$ cat src/rtl/seq_detect_pkg.sv
// Shared constants and helpers for the programmable serial sequence detector family.
package seq_detect_pkg;

  localparam int unsigned MAXLEN_DEF = 8;
  localparam int unsigned LENW_DEF   = 4;
  localparam int unsigned CNTW_DEF   = 16;
  localparam int unsigned MASK_MAXW  = 64;

  // Lengths above the hardware maximum behave as the maximum.
  function automatic int unsigned clamp_len(input int unsigned len, input int unsigned maxlen);
    return (len > maxlen) ? maxlen : len;
  endfunction

  // Low 'len' bits set; callers truncate to their own pattern width.
  function automatic logic [MASK_MAXW-1:0] len_mask(input int unsigned len);
    if (len >= MASK_MAXW) return '1;
    return (MASK_MAXW'(1) << len) - MASK_MAXW'(1);
  endfunction

endpackage

$ cat src/rtl/seq_match_cmp.sv
// Masked window comparator: eq when the low len bits of window equal those of pat.
module seq_match_cmp
  import seq_detect_pkg::*;
#(
  parameter int unsigned MAXLEN = MAXLEN_DEF,
  parameter int unsigned LENW   = LENW_DEF
) (
  input  logic [MAXLEN-1:0] window,
  input  logic [MAXLEN-1:0] pat,
  input  logic [LENW-1:0]   len,
  output logic              eq
);

  logic [MAXLEN-1:0] mask;

  assign mask = MAXLEN'(len_mask(32'(len)));
  assign eq   = ((window ^ pat) & mask) == '0;

endmodule

$ cat src/rtl/seq_detect_param.sv
// Runtime-programmable serial bit-sequence detector with Mealy match, registered copy
// and saturating match counter.
module seq_detect_param
  import seq_detect_pkg::*;
#(
  parameter int unsigned MAXLEN = MAXLEN_DEF,
  parameter int unsigned LENW   = LENW_DEF,
  parameter int unsigned CNTW   = CNTW_DEF
) (
  input  logic              clock,
  input  logic              reset,
  input  logic              datain,
  input  logic              din_valid,
  input  logic              cfg_load,
  input  logic [MAXLEN-1:0] cfg_pattern,
  input  logic [LENW-1:0]   cfg_len,
  input  logic              cfg_overlap,
  input  logic              cnt_clr,
  output logic              dataout,
  output logic              match_q,
  output logic [CNTW-1:0]   match_count
);

  localparam int unsigned FILLW = $clog2(MAXLEN + 1);

  logic [MAXLEN-1:0] pat;
  logic [LENW-1:0]   len;
  logic              ovl;
  logic [MAXLEN-2:0] hist;
  logic [FILLW-1:0]  fill;

  logic [MAXLEN-1:0] window;
  logic              accept;
  logic              fill_ok;
  logic              eq;

  assign window  = {hist, datain};
  assign accept  = din_valid & ~cfg_load;
  assign fill_ok = (32'(fill) + 32'd1) >= 32'(len);
  assign dataout = accept & (len != '0) & fill_ok & eq;

  seq_match_cmp #(
    .MAXLEN (MAXLEN),
    .LENW   (LENW)
  ) u_cmp (
    .window (window),
    .pat    (pat),
    .len    (len),
    .eq     (eq)
  );

  // Config, history window, fill tracking and match counter.
  always_ff @(posedge clock or negedge reset) begin
    if (!reset) begin
      pat         <= '0;
      len         <= '0;
      ovl         <= 1'b0;
      hist        <= '0;
      fill        <= '0;
      match_q     <= 1'b0;
      match_count <= '0;
    end else begin
      match_q <= dataout;

      if (cnt_clr) begin
        match_count <= '0;
      end else if (dataout && (match_count != '1)) begin
        match_count <= match_count + CNTW'(1);
      end

      if (cfg_load) begin
        pat  <= cfg_pattern;
        len  <= LENW'(clamp_len(32'(cfg_len), MAXLEN));
        ovl  <= cfg_overlap;
        hist <= '0;
        fill <= '0;
      end else if (din_valid) begin
        hist <= window[MAXLEN-2:0];
        // Non-overlap restart: the next match needs a full set of fresh bits.
        if (dataout && !ovl) begin
          fill <= '0;
        end else if (32'(fill) < MAXLEN) begin
          fill <= fill + FILLW'(1);
        end
      end
    end
  end

endmodule

$ cat config.mk
export PLATFORM = sky130hd
export DESIGN_NAME = seq_detect_param
export DESIGN_NICKNAME = d
export VERILOG_FILES = /design/src/rtl/seq_detect_pkg.sv /design/src/rtl/seq_match_cmp.sv /design/src/rtl/seq_detect_param.sv
export SDC_FILE = /design/constraint.sdc
export NUM_CORES = 1
export LEC_CHECK = 0
export CAP_MARGIN = 20
export CORE_MARGIN = 4
export CORE_UTILIZATION = 45
export CTS_BUF_LIST = sky130_fd_sc_hd__clkbuf_16
export DETAILED_ROUTE_END_ITERATION = 12
export PLACE_DENSITY = 0.69
export SETUP_SLACK_MARGIN = 0.3
export SKIP_LAST_GASP = 1
export SYNTH_ARGS = -nofsm -noshare
export SYNTH_HDL_FRONTEND = slang
export SYNTH_SLANG_ARGS = --single-unit
export TNS_END_PERCENT = 100
$ cat constraint.sdc
create_clock -name clock -period 8.2 [get_ports clock]
set_input_delay 2.46 -clock clock [delete_from_list [all_inputs] [get_ports clock]]
set_output_delay 2.46 -clock clock [all_outputs]
set_load 0.01 [all_outputs]
### Logic cells by family, run 1

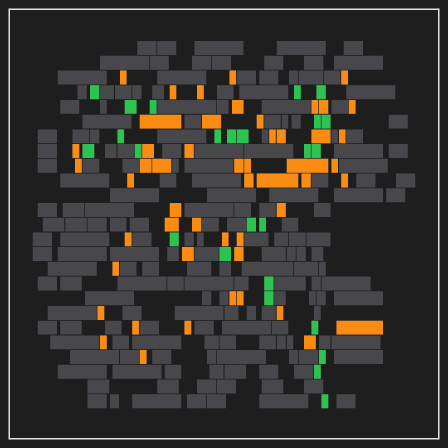
[orange] NOR gates | cells: 51 | most used: nor2_1
[green] NAND gates | cells: 25 | most used: nand2_1
dominant logic cell type in the layout: dfrtp_1
multi-input gate share of total cell area: 0.409

### Metal layers overlaid, run 1

The bar under the picture is 20 microns long. Two of the layers only.
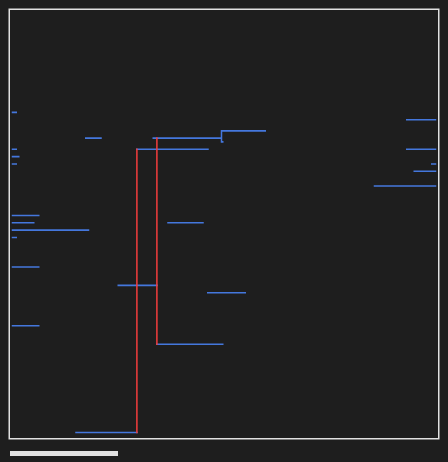
[red] met4 | wire length: 90.4 microns
[blue] met3 | wire length: 145 microns
WL/cell: 14.0 microns
via count: 1674
Tot GR Track Use: 0.164
DRT Wirelength: 4520 microns

==> impl_metrics.csv, run 1 <==
group,metric,value,unit
floorplanning,num_rows,25,
outcome,status,"complete, no violations",
cells_and_area,diodes,0,
yosys,synthCells,219,
grt,grt_pass1_wl,8110,microns
timing,rsz0062_at_grt,"no",
route,wl_met1,2260,microns
yosys,edf_count,0,
timing,relSlewSlack,0.384,
timing,postLayoutSetupSlackWorst,1.41,ns
yosys,synthTopLogicFamily,"simple AND/OR/NAND/NOR gates",
clock_tree,clkLatencyLatePin,0.28,ns
yosys,floorplan.nets,245,
cells_and_area,fillerInstances,442,
cells_and_area,top_area_cell_class,"multi-input combinational cells",
grt,grt_antenna_before_repair,0,
setup_path,crit_slowest_cell,"clkdlybuf4s50_1",
cells_and_area,mostFrequentLayoutCells,"dfrtp_1 (41), clkdlybuf4s50_1 (35), nor2_1 (28)",
timing,fin_tns_setup,0,ns
timing,max_freq,147,MHz
place,numPortBuffers,36,
power,intPower,0.383,mW
clock_tree,root_buffer,"clkbuf_16",
setup_path,cp.required,5.74,ns
clock_tree,htreeDepth,2,
setup_path,worstReg2RegEnd,"match_count[14]",
power,power_frac_seq,0.435,
clock_tree,cts_setup_buffers,0,
worst_hold_path,min_path_cells,1,
yosys,yosysWarnings,0,
yosys,ys_chip_area,2280,sq um
setup_path,cp_num_buf_inv,3,
clock_tree,hold_buffers,0,
route,drt_iter0_drc,94,
yosys,avgSynthCellArea,10.4,sq um
### Congestion heat map, run 1

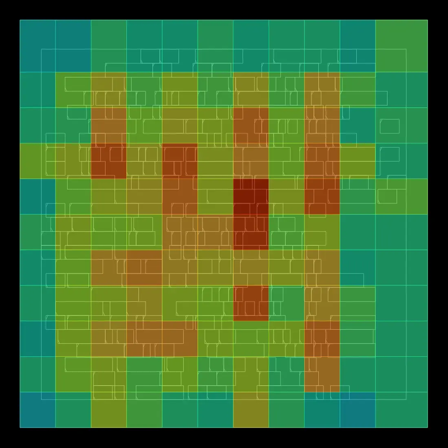
M1 GR Usage: 0.223
Layout Utilization: 0.590
GR met2 Demand/Resource: 0.252
gr busiest metal: met2
M3 GR Usage: 0.0351

### Register map, names as in the netlist, run 1

The bar under the picture is 20 microns long. Other sequential cells in the stronger gray, the rest of the logic in the fainter gray.
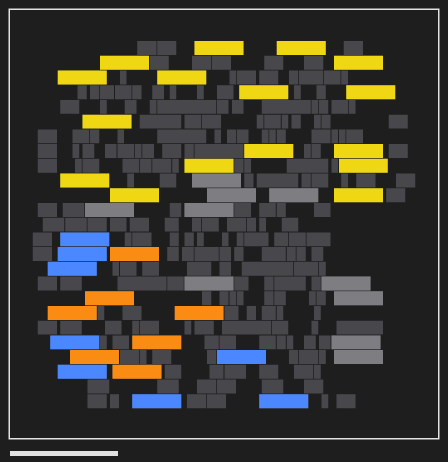
[orange] `hist` | flops: 7
[yellow] `match_count` | flops: 16
[blue] `pat` | flops: 8 | where: bottom left
flop share of the area: 0.361
Reg area: 1030 sq um
Seq power: 0.219 mW

### Cell classes on the final placement, run 1

The bar under the picture is 20 microns long.
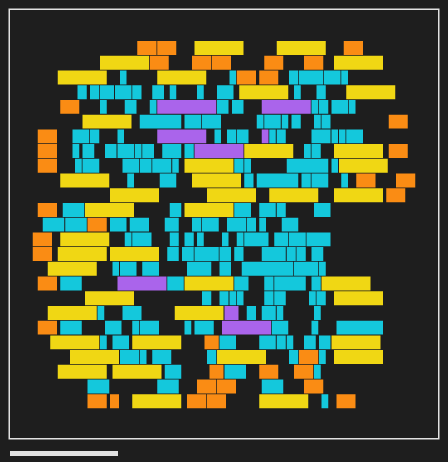

==> run 2: changes to the inputs <==
Settings changed: PLACE_DENSITY 0.69 to 0.72.
Clock period 8.2 ns to 6.06 ns, I/O delays scaled along.
### Cell classes on the final placement, run 2

The bar under the picture is 20 microns long.
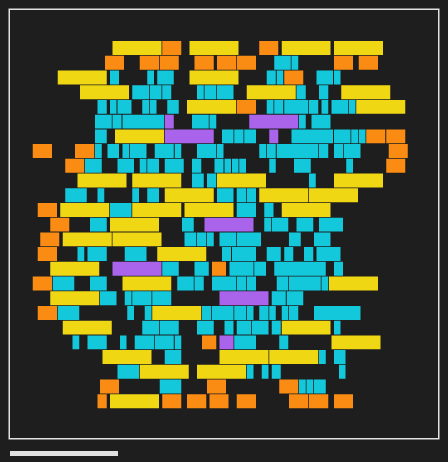
[orange] other buffers and delay cells | cells: 38
[cyan] all other logic | cells: 169
[yellow] flip-flops | cells: 41
[purple] clock drivers and dummy loads | cells: 8
fin area: 2820 sq um
core box area: 4820 sq um

### Metal layers overlaid, run 2

The bar under the picture is 20 microns long. Two of the layers only.
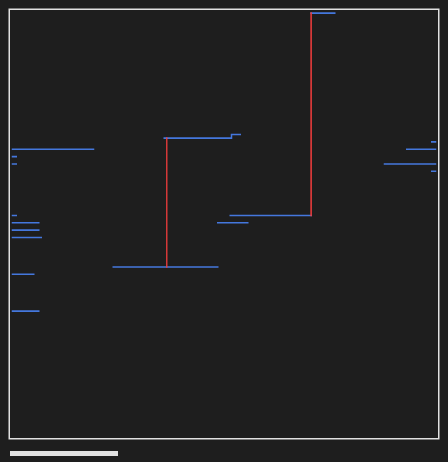
[blue] met3 | wire length: 116 microns
[red] met4 | wire length: 61.2 microns
WL/cell: 13.9 microns
Tot GR Track Use: 0.162
DRT Wirelength: 4500 microns

==> impl_metrics.csv, run 2 <==
group,metric,value,unit
grt,grt_pass1_wl,8070,microns
route,wl_met1,2230,microns
setup_path,cp.required,4.24,ns
cells_and_area,mostFrequentLayoutCells,"dfrtp_1 (41), clkdlybuf4s50_1 (35), nor2_1 (28)",
grt,grtUsageMet3,0.0329,
power,p_seq,0.297,mW
setup_path,crit_slowest_cell,"clkdlybuf4s50_1",
power,intPower,0.476,mW
route,vias,1633,
timing,max_freq,183,MHz
clock_tree,root_buffer,"clkbuf_16",
route,drt_iter0_drc,123,
timing,rsz0062_at_grt,"no",
cells_and_area,fillerInstances,428,
cells_and_area,comb_area_frac,0.413,
setup_path,cp_num_buf_inv,2,
clock_tree,cts_setup_buffers,0,
yosys,avgSynthCellArea,10.4,sq um
yosys,synthCells,219,
yosys,floorplan.nets,245,
cells_and_area,diodes,0,
outcome,status,"complete, no violations",
grt,grt_antenna_before_repair,0,
timing,fin_tns_setup,0,ns
power,power_frac_seq,0.464,
cells_and_area,layout_top_cell,"dfrtp_1",
setup_path,worstReg2RegEnd,"match_count[12]",
cells_and_area,sh_seq_area,0.364,
yosys,yosysWarnings,0,
yosys,ys_chip_area,2280,sq um
worst_hold_path,min_path_cells,1,
floorplanning,num_rows,25,
clock_tree,htreeDepth,2,
grt,met2_usage,0.252,
clock_tree,hold_buffers,0,
grt,grt-busiest-layer,"met2",
### Congestion heat map, run 2

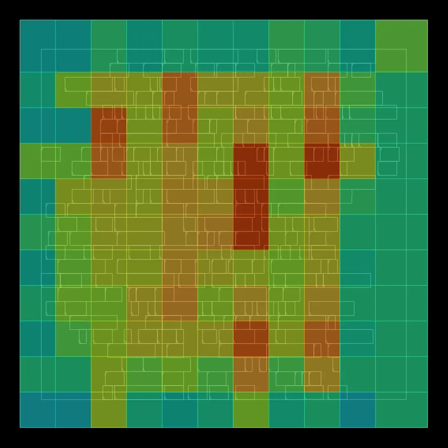

==> run 3: changes to the inputs <==
Settings changed: GPL_ROUTABILITY_DRIVEN set to 0, GPL_TIMING_DRIVEN set to 0.
### Congestion heat map, run 3

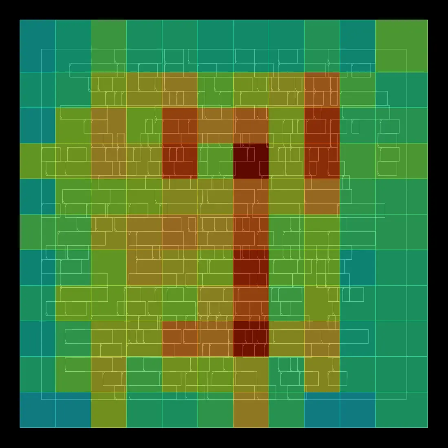
WL/cell: 14.2 microns
GR met2 Demand/Resource: 0.274
M1 GR Usage: 0.223
Layout Utilization: 0.595

==> impl_metrics.csv, run 3 <==
group,metric,value,unit
timing,postLayoutSetupSlackWorst,0.620,ns
setup_path,cp.required,4.24,ns
grt,grt_antenna_before_repair,0,
yosys,yosysTopAreaCell,"dfrtp_1",
floorplanning,num_rows,25,
route,vias,1710,
route,postRouteWirelength,4700,microns
power,power_frac_seq,0.461,
setup_path,critPathLaunch,"datain",
floorplanning,tap-cell-count,67,
grt,grt_pass1_vias,1792,
yosys,synth.area.top_cells,"dfrtp_1 (45%), xnor2_1 (7.3%), nor2_1 (4.6%)",
power,leakage,1.19,nW
yosys,edf_count,0,
grt,grtUsageMet3,0.0340,
yosys,ys_chip_area,2280,sq um
yosys,synth.top_cells.by_count,"dfrtp_1 (41), nor2_1 (28), xnor2_1 (19), nand2_1 (12)",
yosys,mux_area_frac,0.0797,
route,met2_length,2230,microns
cells_and_area,inv_count,9,
yosys,floorplan.nets,245,
outcome,status,"complete, no violations",
setup_path,cp_common_cell,"clkdlybuf4s50_1",
cells_and_area,nClkBuffers,5,
clock_tree,htreeDepth,2,
yosys,yosysWarnings,0,
cells_and_area,seq_area,1030,sq um
cells_and_area,layout.nonclk_buf_frac,0.146,
cells_and_area,layout_top_cell,"dfrtp_1",
timing,rsz0062_at_grt,"no",
yosys,synth_seq_share,0.451,
grt,grt-busiest-layer,"met2",
clock_tree,root_buffer,"clkbuf_16",
floorplanning,core_area,4820,sq um
setup_path,cp_num_cells,6,
power,switchingPower,0.163,mW
place,place_ws,0.605,ns
yosys,synthCells,219,
grt,groute.usage.overall,0.167,
cells_and_area,signal_buffers,45,
timing,max_freq,184,MHz
floorplanning,fp-utilization,0.472,
setup_path,timing.rr.start,"len[3]",
cells_and_area,drive_above_1_share,0.125,
cells_and_area,comb_area_frac,0.406,
setup_path,worstReg2RegEnd,"match_count[14]",
power,intPower,0.479,mW
place,hpwl,3420,microns
yosys,avgSynthCellArea,10.4,sq um
yosys,synthTopLogicFamily,"simple AND/OR/NAND/NOR gates",
timing,slew_viol_final,0,
cells_and_area,diodes,0,
power,pwr_density_cell,224,nW/um^2
cells_and_area,area_growth,25.9,%
grt,grt_max_degree,35,
power,pg_comb,0.0940,mW
clock_tree,hold_buffers,0,
cells_and_area,seq_cells,41,
setup_path,critPathArrivalTime,3.62,ns
setup_path,cp-end-kind,"output pin",
route,drt-vias-per-instance,5.18,
cells_and_area,fillerInstances,414,
route,drc_errors,0,
clock_tree,cts_setup_buffers,0,
yosys,ys_sh_simple,0.208,
route,wl_met1,2220,microns
route,top_layer_used,"met4",
route,drt_iter0_drc,86,
yosys,synth_cell_type_count,41,
cells_and_area,largest_reg_flops,16,
cells_and_area,design_area,2870,sq um
place,numPortBuffers,35,
cells_and_area,top_regs,"match_count (16), pat (8), hist (7)",
setup_path,crit_slowest_cell,"clkdlybuf4s50_1",
clock_tree,clock_path_buffers,2,
setup_path,cp_top_family,"buffers and inverters",
power,pg_clk,0.252,mW
cells_and_area,mostFrequentLayoutCells,"dfrtp_1 (41), clkdlybuf4s50_1 (34), nor2_1 (28)",
clock_tree,cts_made_buffers,5,
setup_path,crit_fanout,3,
setup_path,cp_num_buf_inv,2,
floorplanning,die_area,6260,sq um
floorplanning,die_h,79.1,microns
worst_hold_path,min_path_cells,1,
job,warnings,26,
timing,fin_tns_setup,0,ns
place,dp.cells,322,
grt,grt_pass1_wl,8290,microns
yosys,flop_cell,"dfrtp_1",
timing,finalSetupViolCount,0,
### Register map, names as in the netlist, run 3

The bar under the picture is 20 microns long. Other sequential cells in the stronger gray, the rest of the logic in the fainter gray.
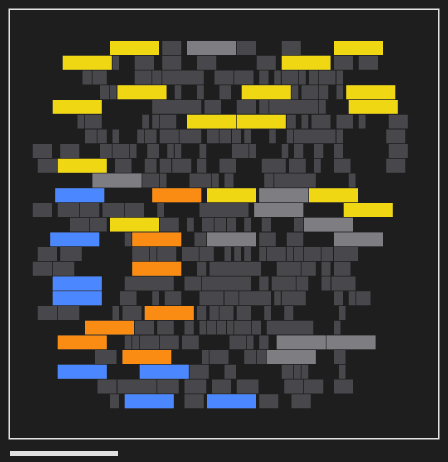
[blue] `pat` | flops: 8
[orange] `hist` | flops: 7
[yellow] `match_count` | flops: 16
not colored: 10
Seq power: 0.295 mW
flop share of the area: 0.358

No activity file was given, so power comes from the tool's default toggle rates.
